===== src/rtl/pbit_sample_voter_if.sv =====
// Measurement request and vote-result bundle for the p-bit sample voter.
// The master drives the request and the adder streams; the slave reports results.
interface pbit_sample_voter_if #(
  parameter int WIDTH = 4,
  parameter int CNT_W = 10
);
  logic             start;
  logic [CNT_W-1:0] steps;
  logic [CNT_W-1:0] settle;
  logic [WIDTH-1:0] a_in;
  logic [WIDTH-1:0] b_in;
  logic [WIDTH-1:0] s_in;
  logic             ovf_in;
  logic             busy;
  logic             done;
  logic [WIDTH-1:0] a_vote;
  logic [WIDTH-1:0] b_vote;
  logic [WIDTH-1:0] s_vote;
  logic             ovf_vote;
  logic [CNT_W-1:0] consistent_cnt;

  modport master (
    output start, steps, settle,
    output a_in, b_in, s_in, ovf_in,
    input  busy, done,
    input  a_vote, b_vote, s_vote,
    input  ovf_vote, consistent_cnt
  );

  modport slave (
    input  start, steps, settle,
    input  a_in, b_in, s_in, ovf_in,
    output busy, done,
    output a_vote, b_vote, s_vote,
    output ovf_vote, consistent_cnt
  );
endinterface


===== src/rtl/pbit_sample_voter.sv =====
// Majority-vote readout of the stochastic adder streams over a window,
// after an optional burn-in, plus a count of self-consistent samples.
module pbit_sample_voter #(
  parameter int WIDTH = 4,
  parameter int CNT_W = 10
) (
  input logic                clk,
  input logic                reset,
  pbit_sample_voter_if.slave bus
);

  typedef enum logic [1:0] {
    IDLE,
    SETTLE,
    ACCUM,
    VOTE
  } state_e;

  state_e           state_q;
  logic [CNT_W-1:0] cnt_q;
  logic [CNT_W-1:0] steps_q;
  logic [CNT_W-1:0] a_ones_q [WIDTH];
  logic [CNT_W-1:0] b_ones_q [WIDTH];
  logic [CNT_W-1:0] s_ones_q [WIDTH];
  logic [CNT_W-1:0] ovf_ones_q;
  logic [CNT_W-1:0] cons_q;

  logic             busy_q;
  logic             done_q;
  logic [WIDTH-1:0] a_vote_q;
  logic [WIDTH-1:0] b_vote_q;
  logic [WIDTH-1:0] s_vote_q;
  logic             ovf_vote_q;
  logic [CNT_W-1:0] cons_out_q;

  logic [WIDTH-1:0] a_vote_d;
  logic [WIDTH-1:0] b_vote_d;
  logic [WIDTH-1:0] s_vote_d;
  logic             ovf_vote_d;
  logic [WIDTH:0]   sum_w;
  logic             sum_ok;

  // Strict majority at CNT_W+1 bits: a tie votes 0.
  function automatic logic maj(
    input logic [CNT_W-1:0] ones,
    input logic [CNT_W-1:0] n
  );
    return {ones, 1'b0} > {1'b0, n};
  endfunction

  always_comb begin
    a_vote_d   = '0;
    b_vote_d   = '0;
    s_vote_d   = '0;
    ovf_vote_d = maj(ovf_ones_q, steps_q);
    for (int i = 0; i < WIDTH; i++) begin
      a_vote_d[i] = maj(a_ones_q[i], steps_q);
      b_vote_d[i] = maj(b_ones_q[i], steps_q);
      s_vote_d[i] = maj(s_ones_q[i], steps_q);
    end
  end

  assign sum_w  = {1'b0, bus.a_in} + {1'b0, bus.b_in};
  assign sum_ok = (sum_w == {bus.ovf_in, bus.s_in});

  always_ff @(posedge clk or negedge reset) begin
    if (!reset) begin
      state_q    <= IDLE;
      cnt_q      <= '0;
      steps_q    <= '0;
      ovf_ones_q <= '0;
      cons_q     <= '0;
      busy_q     <= 1'b0;
      done_q     <= 1'b0;
      a_vote_q   <= '0;
      b_vote_q   <= '0;
      s_vote_q   <= '0;
      ovf_vote_q <= 1'b0;
      cons_out_q <= '0;
      for (int i = 0; i < WIDTH; i++) begin
        a_ones_q[i] <= '0;
        b_ones_q[i] <= '0;
        s_ones_q[i] <= '0;
      end
    end else begin
      done_q <= 1'b0;
      unique case (state_q)
        IDLE: begin
          if (bus.start) begin
            steps_q    <= bus.steps;
            ovf_ones_q <= '0;
            cons_q     <= '0;
            busy_q     <= 1'b1;
            for (int i = 0; i < WIDTH; i++) begin
              a_ones_q[i] <= '0;
              b_ones_q[i] <= '0;
              s_ones_q[i] <= '0;
            end
            if (bus.settle != '0) begin
              state_q <= SETTLE;
              cnt_q   <= bus.settle;
            end else if (bus.steps != '0) begin
              state_q <= ACCUM;
              cnt_q   <= bus.steps;
            end else begin
              state_q <= VOTE;
            end
          end
        end
        SETTLE: begin
          if (cnt_q == CNT_W'(1)) begin
            cnt_q   <= steps_q;
            state_q <= (steps_q != '0) ? ACCUM : VOTE;
          end else begin
            cnt_q <= cnt_q - CNT_W'(1);
          end
        end
        ACCUM: begin
          for (int i = 0; i < WIDTH; i++) begin
            a_ones_q[i] <= a_ones_q[i] + CNT_W'(bus.a_in[i]);
            b_ones_q[i] <= b_ones_q[i] + CNT_W'(bus.b_in[i]);
            s_ones_q[i] <= s_ones_q[i] + CNT_W'(bus.s_in[i]);
          end
          ovf_ones_q <= ovf_ones_q + CNT_W'(bus.ovf_in);
          cons_q     <= cons_q + CNT_W'(sum_ok);
          if (cnt_q == CNT_W'(1)) begin
            state_q <= VOTE;
          end else begin
            cnt_q <= cnt_q - CNT_W'(1);
          end
        end
        VOTE: begin
          a_vote_q   <= a_vote_d;
          b_vote_q   <= b_vote_d;
          s_vote_q   <= s_vote_d;
          ovf_vote_q <= ovf_vote_d;
          cons_out_q <= cons_q;
          done_q     <= 1'b1;
          busy_q     <= 1'b0;
          state_q    <= IDLE;
        end
      endcase
    end
  end

  assign bus.busy           = busy_q;
  assign bus.done           = done_q;
  assign bus.a_vote         = a_vote_q;
  assign bus.b_vote         = b_vote_q;
  assign bus.s_vote         = s_vote_q;
  assign bus.ovf_vote       = ovf_vote_q;
  assign bus.consistent_cnt = cons_out_q;

endmodule


===== src/flat_wrapper.sv =====
// flat-port wrapper written by rule: the top's interface ports become plain ports
module pbit_sample_voter_flat 
#(
  parameter int WIDTH = 4,
  parameter int CNT_W = 10
)
  (clk, reset, bus_start, bus_steps, bus_settle, bus_a_in, bus_b_in, bus_s_in, bus_ovf_in, bus_busy, bus_done, bus_a_vote, bus_b_vote, bus_s_vote, bus_ovf_vote, bus_consistent_cnt);
  pbit_sample_voter_if #(.WIDTH(WIDTH), .CNT_W(CNT_W)) bus_i ();
  input logic clk;
  input logic reset;
  input wire logic [$bits(bus_i.start)-1:0] bus_start;
  input wire logic [$bits(bus_i.steps)-1:0] bus_steps;
  input wire logic [$bits(bus_i.settle)-1:0] bus_settle;
  input wire logic [$bits(bus_i.a_in)-1:0] bus_a_in;
  input wire logic [$bits(bus_i.b_in)-1:0] bus_b_in;
  input wire logic [$bits(bus_i.s_in)-1:0] bus_s_in;
  input wire logic [$bits(bus_i.ovf_in)-1:0] bus_ovf_in;
  output wire logic [$bits(bus_i.busy)-1:0] bus_busy;
  output wire logic [$bits(bus_i.done)-1:0] bus_done;
  output wire logic [$bits(bus_i.a_vote)-1:0] bus_a_vote;
  output wire logic [$bits(bus_i.b_vote)-1:0] bus_b_vote;
  output wire logic [$bits(bus_i.s_vote)-1:0] bus_s_vote;
  output wire logic [$bits(bus_i.ovf_vote)-1:0] bus_ovf_vote;
  output wire logic [$bits(bus_i.consistent_cnt)-1:0] bus_consistent_cnt;
  assign bus_i.start = bus_start;
  assign bus_i.steps = bus_steps;
  assign bus_i.settle = bus_settle;
  assign bus_i.a_in = bus_a_in;
  assign bus_i.b_in = bus_b_in;
  assign bus_i.s_in = bus_s_in;
  assign bus_i.ovf_in = bus_ovf_in;
  assign bus_busy = bus_i.busy;
  assign bus_done = bus_i.done;
  assign bus_a_vote = bus_i.a_vote;
  assign bus_b_vote = bus_i.b_vote;
  assign bus_s_vote = bus_i.s_vote;
  assign bus_ovf_vote = bus_i.ovf_vote;
  assign bus_consistent_cnt = bus_i.consistent_cnt;
  pbit_sample_voter #(.WIDTH(WIDTH), .CNT_W(CNT_W)) u_core (.clk(clk), .reset(reset), .bus(bus_i));
endmodule

===== config.mk =====
export PLATFORM = sky130hd
export DESIGN_NAME = pbit_sample_voter_flat
export DESIGN_NICKNAME = d
export VERILOG_FILES = /design/src/rtl/pbit_sample_voter_if.sv /design/src/rtl/pbit_sample_voter.sv /design/src/flat_wrapper.sv
export SDC_FILE = /design/constraint.sdc
export NUM_CORES = 1
export LEC_CHECK = 0
export CAP_MARGIN = 30
export CORE_MARGIN = 5
export CORE_UTILIZATION = 36
export CTS_BUF_LIST = sky130_fd_sc_hd__clkbuf_16
export DETAILED_ROUTE_END_ITERATION = 8
export GPL_TIMING_DRIVEN = 0
export PLACE_DENSITY = 0.62
export SYNTH_ARGS = -nofsm -noshare
export SYNTH_HDL_FRONTEND = slang
export SYNTH_SLANG_ARGS = --single-unit

===== constraint.sdc =====
create_clock -name clk -period 2.6 [get_ports clk]
set_input_delay 0.52 -clock clk [delete_from_list [all_inputs] [get_ports clk]]
set_output_delay 0.52 -clock clk [all_outputs]
set_load 0.005 [all_outputs]

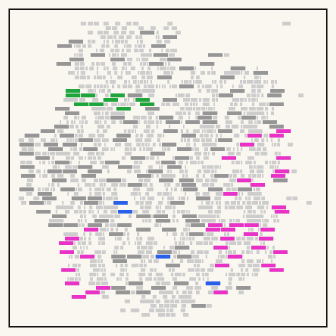
Run 1: sequential cells grouped by signal name
Other sequential cells in the stronger gray, the rest of the logic in the fainter gray.
u_core.bus.a_vote -> blue  # placed flops 4
u_core.b_ones_q -> magenta  # placed flops 40
u_core.steps_q -> green  # placed flops 10

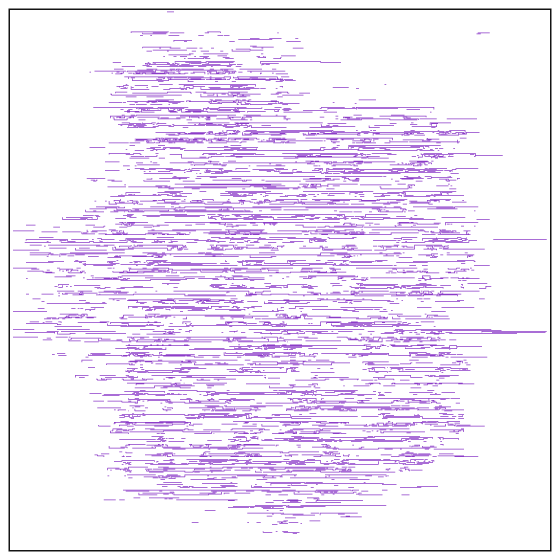
Run 1: M1 wires
main direction = horizontal
wire length on this layer = 16200 µm
longest straight run = 62.1 µm
share of all routed wire = 47%
met1 GRT Util: 26.1%
drt total wl: 34200 µm
vias: 9634

==> impl_metrics.yaml, run 1 <==
# flow metrics
setup_path:
  path_max_fanout: 6
  timing.rr.start: "u_core.steps_q[2]"
  r2r_end: "u_core.bus.b_vote[2]"
  regToRegSetupSlack_ns: 0.13
  endpoint: "u_core.cons_q[7]"
  worstPathArrival_ns: 2.92
  path_depth: 11
  reg2reg_depth: 7
  path_class: "in2reg"
  critPathLaunch: "bus_a_in[0]"
  critPathBufInv: 1
synth:
  top_logic_kind: "simple AND/OR/NAND/NOR gates"
  yosys-mux-area-fraction_pct: 2.50
  synthTopCellsByArea: "dfrtp_1 (39%), ha_1 (16%), xor2_1 (5.1%)"
  async_reset_ff_share_pct: 100
  synthCells: 1188
  ys_area_mm2: 0.0119
  edf_count: 0
  syn_avg_cell_area_um2: 10.0
  post-synth-top-area-cell: "dfrtp_1"
  top_cells_by_count: "dfrtp_1 (187), ha_1 (155), nor2_1 (108)"
  simple_gate_area_share_pct: 17.7
routing:
  drt_iter0_markers: 694
  detail_route.wl_per_cell_um: 19.7
  via_per_inst: 5.56
  drtPass1Iterations: 5
  wl_met3_um: 1310
  routed.top_layer: "met4"
  drc: 0
  ant_nets: 0
  m1WireLength_um: 16200
layout:
  fin_cells: 1732
  final_cell_mix: "dfrtp_1 (187), ha_1 (151), nor2_1 (108)"
  buf_share_pct: 6.50
  largestRegisters: "u_core.a_ones_q: 40 flops, u_core.b_ones_q: 40 flops, u_core.s_ones_q: 40 flops"
  n_all_inverters: 27
  layout.comb_gates.multi_input: 937
  comb_area_share_pct: 50.7
  drive_gt1_share_pct: 9.07
  syn2layout_area_growth_pct: 16.9
  largestClassByArea: "multi-input combinational cells"
  final_cell_area_mm2: 0.0139
  seqCellArea_mm2: 0.00468
  lay_top_count: "dfrtp_1"
  nNetsFinal: 1470
  nFillCells: 3104
  buffers: 108
  area_share_clock_buf_inv_pct: 4.43
  mi_logic_area_mm2: 0.00705
  clkbuf_count: 17
floorplan:
  tap_cells: 442
  dieArea_mm2: 0.0368
placement:
  placed_area_mm2: 0.0131
  place_ws_ns: -1.41
clock_network:
  numCtsBuffers: 17
  clockBufferDepth: 2
  htree_levels: 4
  path_clk_slew_ns: 0.07
  root_buffer: "clkbuf_16"
power_and_ir_drop:
  power_frac_seq_pct: 31.9
  netSwitchingFraction_pct: 42.1
  power_leader: "combinational logic"
  vdd_ir_drop_max_mv: 0.502
  powerClk_mw: 2.84
  p_int_mw: 7.09
  p_leak_nw: 6.53
  total_power_mw: 12.3
  p_seq_mw: 3.91
final_timing:
  min_period_ns: 2.56
  max_slew_margin_pct: 36.8
  max_slew.worst_pin.slew_ns: 0.947
  layout_setup_ws_ns: 0.0434
  tns_ns: 0
  final_hold_viol_count: 0
  fin_crit_sh_pct: 98.3
global_routing:
  overflow: 0
  grt_max_degree: 105
  first_global_vias: 9427
  grt_antenna_before_repair: 0
  grt_pass1_wl_um: 53500
run:
  warning_count: 33
outcome:
  status: "completed"
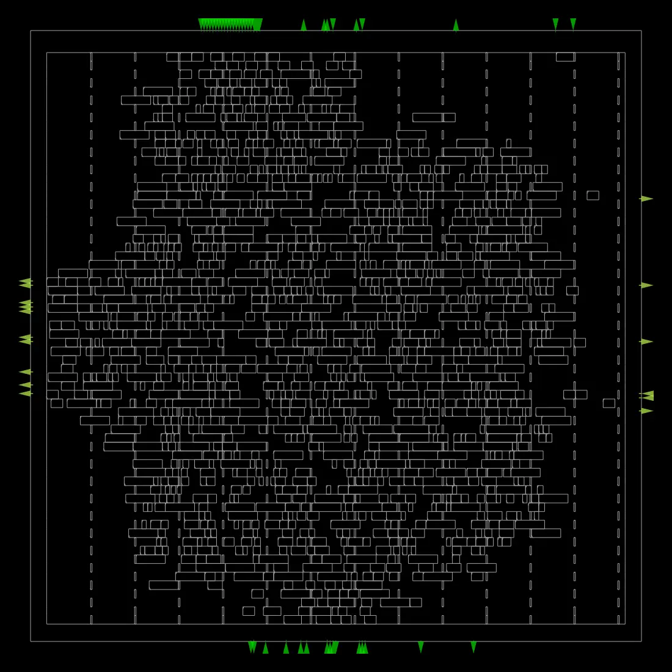
Run 1: cell placement
fraction of area in registers: 33.6%
registers: 187
Site Rows: 66
core area: 0.0326 mm²

Run 1, the metal 2 layer:
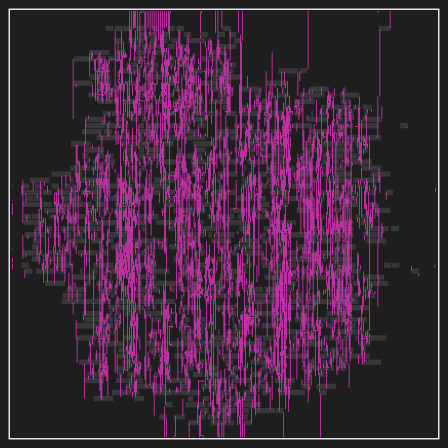

==> run 1 -> run 2 <==
==> constraint.sdc (replaced) <==
create_clock -name clk -period 2.6 [get_ports clk]
set_input_delay 0.26 -clock clk [delete_from_list [all_inputs] [get_ports clk]]
set_output_delay 0.26 -clock clk [all_outputs]
set_load 0.005 [all_outputs]
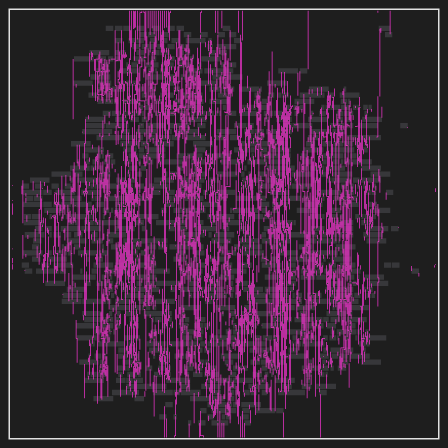
Run 2: the metal 2 layer
nets with wire on the layer = 1237
main direction = vertical

==> impl_metrics.yaml, run 2 <==
# flow metrics
layout:
  buf_share_pct: 6.32
  syn2layout_area_growth_pct: 16.5
  clkbuf_count: 17
  seqCellArea_mm2: 0.00468
  fin_cells: 1731
  antenna_cells: 0
  final_cell_mix: "dfrtp_1 (187), ha_1 (152), nor2_1 (108)"
  buffers: 107
  area_share_clock_buf_inv_pct: 4.45
  drive_gt1_share_pct: 8.69
  largestRegisters: "u_core.a_ones_q: 40 flops, u_core.b_ones_q: 40 flops, u_core.s_ones_q: 40 flops"
  largestClassByArea: "multi-input combinational cells"
  lay_top_count: "dfrtp_1"
  final_cell_area_mm2: 0.0139
  layout.comb_gates.multi_input: 937
  mi_logic_area_mm2: 0.00703
  seq_share_pct: 33.7
  fin_util_pct: 42.5
  comb_area_share_pct: 50.7
  n_all_inverters: 27
  design.seq.count: 187
  nNetsFinal: 1469
outcome:
  status: "completed"
power_and_ir_drop:
  power_frac_seq_pct: 32.0
  total_power_mw: 12.2
  power_leader: "combinational logic"
  vdd_ir_drop_max_mv: 0.500
  p_leak_nw: 6.50
  p_int_mw: 7.09
  netSwitchingFraction_pct: 42.1
  p_seq_mw: 3.92
  powerClk_mw: 2.84
setup_path:
  cpLargestDelayFamily: "AND-OR/OR-AND gates"
  critPathSlowestCell: "inv_1"
  regToRegSetupSlack_ns: 0.12
  r2r_end: "u_core.bus.b_vote[2]"
  path_max_fanout: 13
  path_class: "reg2reg"
  reg2reg_depth: 7
  timing.rr.start: "u_core.steps_q[2]"
  endpoint: "u_core.bus.b_vote[2]"
  path_depth: 7
  critical_path.max_stage_delay_ns: 0.62
  critPathLaunch: "u_core.steps_q[2]"
  critPathBufInv: 1
  worstPathArrival_ns: 2.80
  required_ns: 2.92
final_timing:
  maxSlewViolCount: 0
  max_slew.worst_pin.slew_ns: 0.948
  fin_crit_sh_pct: 95.5
  tns_ns: 0
  layout_setup_ws_ns: 0.118
  max_slew_margin_pct: 36.7
  final_hold_viol_count: 0
  min_period_ns: 2.48
routing:
  drt_iter0_markers: 678
  drc: 0
  drtPass1Iterations: 7
  m1WireLength_um: 16000
  detail_route.wl_per_cell_um: 19.7
  routed.top_layer: "met4"
  via_per_inst: 5.56
  ant_nets: 0
  wl_met3_um: 1310
  routed-via-count: 9620
  wl_um: 34100
synth:
  edf_count: 0
  ys.warnings.count: 0
  synth_dominant_cell_count: "dfrtp_1"
  ys_area_mm2: 0.0119
  async_reset_ff_share_pct: 100
  xor_area_share_pct: 6.32
  simple_gate_area_share_pct: 17.7
  yosys-mux-area-fraction_pct: 2.50
  top_cells_by_count: "dfrtp_1 (187), ha_1 (155), nor2_1 (108)"
  top_logic_kind: "simple AND/OR/NAND/NOR gates"
  syn-num-nets: 1380
  synthTopCellsByArea: "dfrtp_1 (39%), ha_1 (16%), xor2_1 (5.1%)"
  top_area_share_pct: 39.3
  fa_ha_area_share_pct: 16.5
  post-synth-top-area-cell: "dfrtp_1"
  synth-main-ff-cell: "dfrtp_1"
  synthCells: 1188
  syn_avg_cell_area_um2: 10.0
global_routing:
  top_usage_layer: "met2"
  use_met1_pct: 26.2
  first_global_vias: 9396
  grt_pass1_wl_um: 53400
  overflow: 0
  grt_antenna_before_repair: 0
  grt_max_degree: 105
clock_network:
  cts_hold_buf: 1
  root_buffer: "clkbuf_16"
  path_clk_slew_ns: 0.08
  clockBufferDepth: 2
  htree_levels: 4
  cts_tree: "yes"
  numCtsBuffers: 17
worst_hold_path:
  hold_class: "in2reg"
  min_path_cells: 3
run:
  cap_violations: 0
  warning_count: 32
floorplan:
  fp-row-count: 66
  dieArea_mm2: 0.0368
  core_mm2: 0.0326
  die_x_um: 192
placement:
  io_buffers: 60
  gp_congestion: 0.861
  place_ws_ns: -1.15
  placed_area_mm2: 0.0131
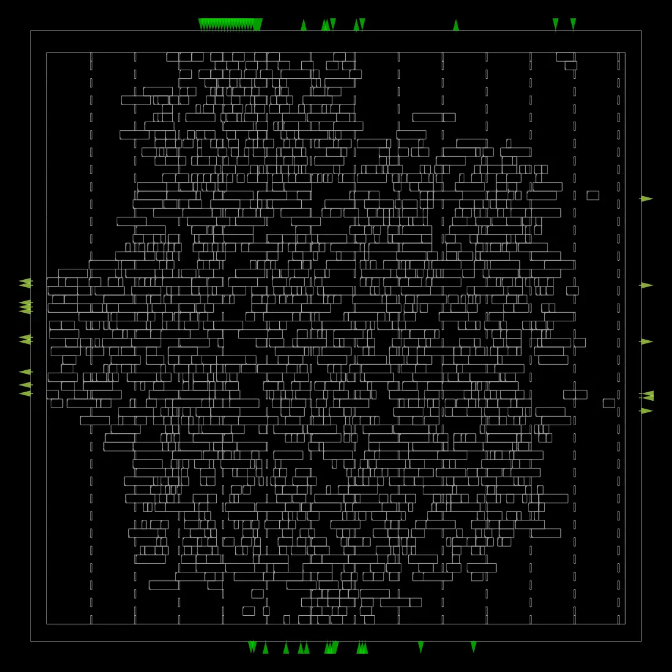
Run 2: cell placement
# fillers: 3105
Well Taps: 442

Run 2, placement density heat map:
The die is cut into 19 by 19 equal tiles; white is low, dark blue is high, 0 to 100% covered.
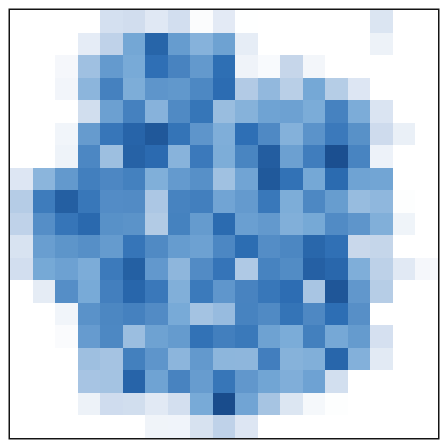

==> run 2 -> run 3 <==
--- a/config.mk
+++ b/config.mk
@@ -12,6 +12,7 @@
 export DETAILED_ROUTE_END_ITERATION = 8
 export GPL_TIMING_DRIVEN = 0
 export PLACE_DENSITY = 0.62
+export SLEW_MARGIN = 5
 export SYNTH_ARGS = -nofsm -noshare
 export SYNTH_HDL_FRONTEND = slang
 export SYNTH_SLANG_ARGS = --single-unit
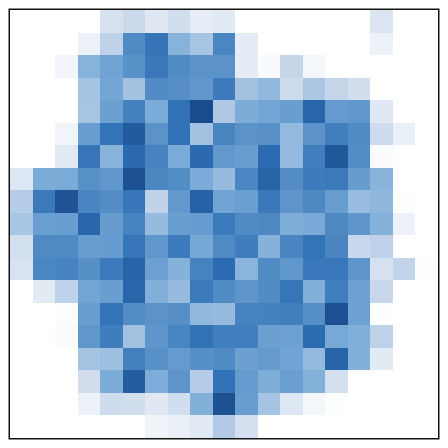
Run 3: placement density heat map
The die is cut into 19 by 19 equal tiles; white is low, dark blue is high, 0 to 100% covered.
densest ninth of the die = middle
tiles over 75% full = 5.5%
fullest tile = 89%
Final Util: 42.3%
Pre-Place Util: 36.5%

==> impl_metrics.yaml, run 3 <==
# flow metrics
setup_path:
  path_max_fanout: 13
  critPathBufInv: 1
  timing.rr.start: "u_core.steps_q[8]"
  critical_path.max_stage_delay_ns: 0.63
  cpLargestDelayFamily: "AND-OR/OR-AND gates"
  path_cells: "inv_1 > ha_1 > a21o_1 > a2111o_1 > o221a_2 > o31a_1"
  reg2reg_depth: 6
  start_kind: "register"
  required_ns: 2.94
  critPathCaptureType: "register"
  endpoint: "u_core.bus.a_vote[0]"
  path_class: "reg2reg"
  worstPathArrival_ns: 2.85
  r2r_end: "u_core.bus.a_vote[0]"
  regToRegSetupSlack_ns: 0.09
  path_depth: 6
  critPathSlowestCell: "inv_1"
  critPathLaunch: "u_core.steps_q[8]"
worst_hold_path:
  worstHoldStart: "bus_a_in[0]"
  hold_end: "u_core.a_ones_q[30]"
  hold_class: "in2reg"
  min_path_cells: 3
routing:
  via_per_inst: 5.61
  wl_met3_um: 1550
  wl_um: 33900
  routed.top_layer: "met4"
  m1WireLength_um: 15900
  detail_route.wl_per_cell_um: 19.6
  drtPass1Iterations: 7
  drt_iter0_markers: 636
  routed-via-count: 9695
  ant_nets: 0
  drc: 0
power_and_ir_drop:
  power_frac_seq_pct: 32.5
  p_int_mw: 6.80
  comb_power_share_pct: 45.0
  p_leak_nw: 6.49
  netSwitchingFraction_pct: 43.5
  p_seq_mw: 3.91
  vdd_ir_drop_max_mv: 0.504
  total_power_mw: 12.0
  power_leader: "combinational logic"
  powerClk_mw: 2.70
clock_network:
  root_buffer: "clkbuf_16"
  path_clk_slew_ns: 0.09
  cts_tree: "yes"
  clockBufferDepth: 2
  htree_levels: 4
  cts_hold_buf: 1
  numCtsBuffers: 17
final_timing:
  min_period_ns: 2.51
  setup_viol: 0
  layout_setup_ws_ns: 0.0858
  fin_crit_sh_pct: 96.7
  maxSlewViolCount: 0
  final_hold_viol_count: 0
  max_slew_margin_pct: 37.7
  max_slew.worst_pin.slew_ns: 0.933
  tns_ns: 0
layout:
  clkbuf_count: 17
  buffers: 104
  fin_cells: 1729
  nNetsFinal: 1466
  mi_logic_area_mm2: 0.00703
  area_share_clock_buf_inv_pct: 4.19
  comb_area_share_pct: 50.9
  largestClassByArea: "multi-input combinational cells"
  layout.comb_gates.multi_input: 937
  lay_top_count: "dfrtp_1"
  buf_share_pct: 6.23
  design.seq.count: 187
  drive_gt1_share_pct: 8.47
  final_cell_area_mm2: 0.0138
  final_cell_mix: "dfrtp_1 (187), ha_1 (152), nor2_1 (108)"
  largestRegisters: "u_core.a_ones_q: 40 flops, u_core.b_ones_q: 40 flops, u_core.s_ones_q: 40 flops"
  nFillCells: 3129
  syn2layout_area_growth_pct: 15.9
  seq_share_pct: 33.9
  antenna_cells: 0
  n_all_inverters: 27
  seqCellArea_mm2: 0.00468
floorplan:
  tap_cells: 442
  fp-row-count: 66
  core_mm2: 0.0326
  dieArea_mm2: 0.0368
  die_x_um: 192
global_routing:
  met2_usage_pct: 30.4
  first_global_vias: 9347
  grt_antenna_before_repair: 0
  grt_max_degree: 105
  use_met1_pct: 25.9
  grt_pass1_wl_um: 53000
  overflow: 0
  top_usage_layer: "met2"
placement:
  io_buffers: 60
  gp_congestion: 0.861
  placed_area_mm2: 0.0131
  place_ws_ns: -1.14
synth:
  fa_ha_area_share_pct: 16.5
  top_area_share_pct: 39.3
  synthCells: 1188
  yosys-mux-area-fraction_pct: 2.50
  synth-main-ff-cell: "dfrtp_1"
  xor_area_share_pct: 6.32
  edf_count: 0
  synthTopCellsByArea: "dfrtp_1 (39%), ha_1 (16%), xor2_1 (5.1%)"
  ys.warnings.count: 0
  top_cells_by_count: "dfrtp_1 (187), ha_1 (155), nor2_1 (108)"
  ys_area_mm2: 0.0119
  simple_gate_area_share_pct: 17.7
  ys.flops: 187
  async_reset_ff_share_pct: 100
  synth_dominant_cell_count: "dfrtp_1"
  syn_avg_cell_area_um2: 10.0
  syn-num-nets: 1380
  post-synth-top-area-cell: "dfrtp_1"
  top_logic_kind: "simple AND/OR/NAND/NOR gates"
run:
  warning_count: 32
  cap_violations: 0
outcome:
  status: "completed"
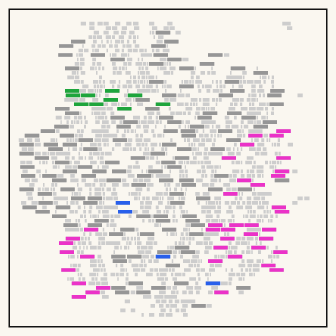
Run 3: sequential cells grouped by signal name
Other sequential cells in the stronger gray, the rest of the logic in the fainter gray.
u_core.bus.a_vote -> blue  # placed flops 4
u_core.steps_q -> green  # placed flops 10
u_core.b_ones_q -> magenta  # placed flops 40
not colored = 133

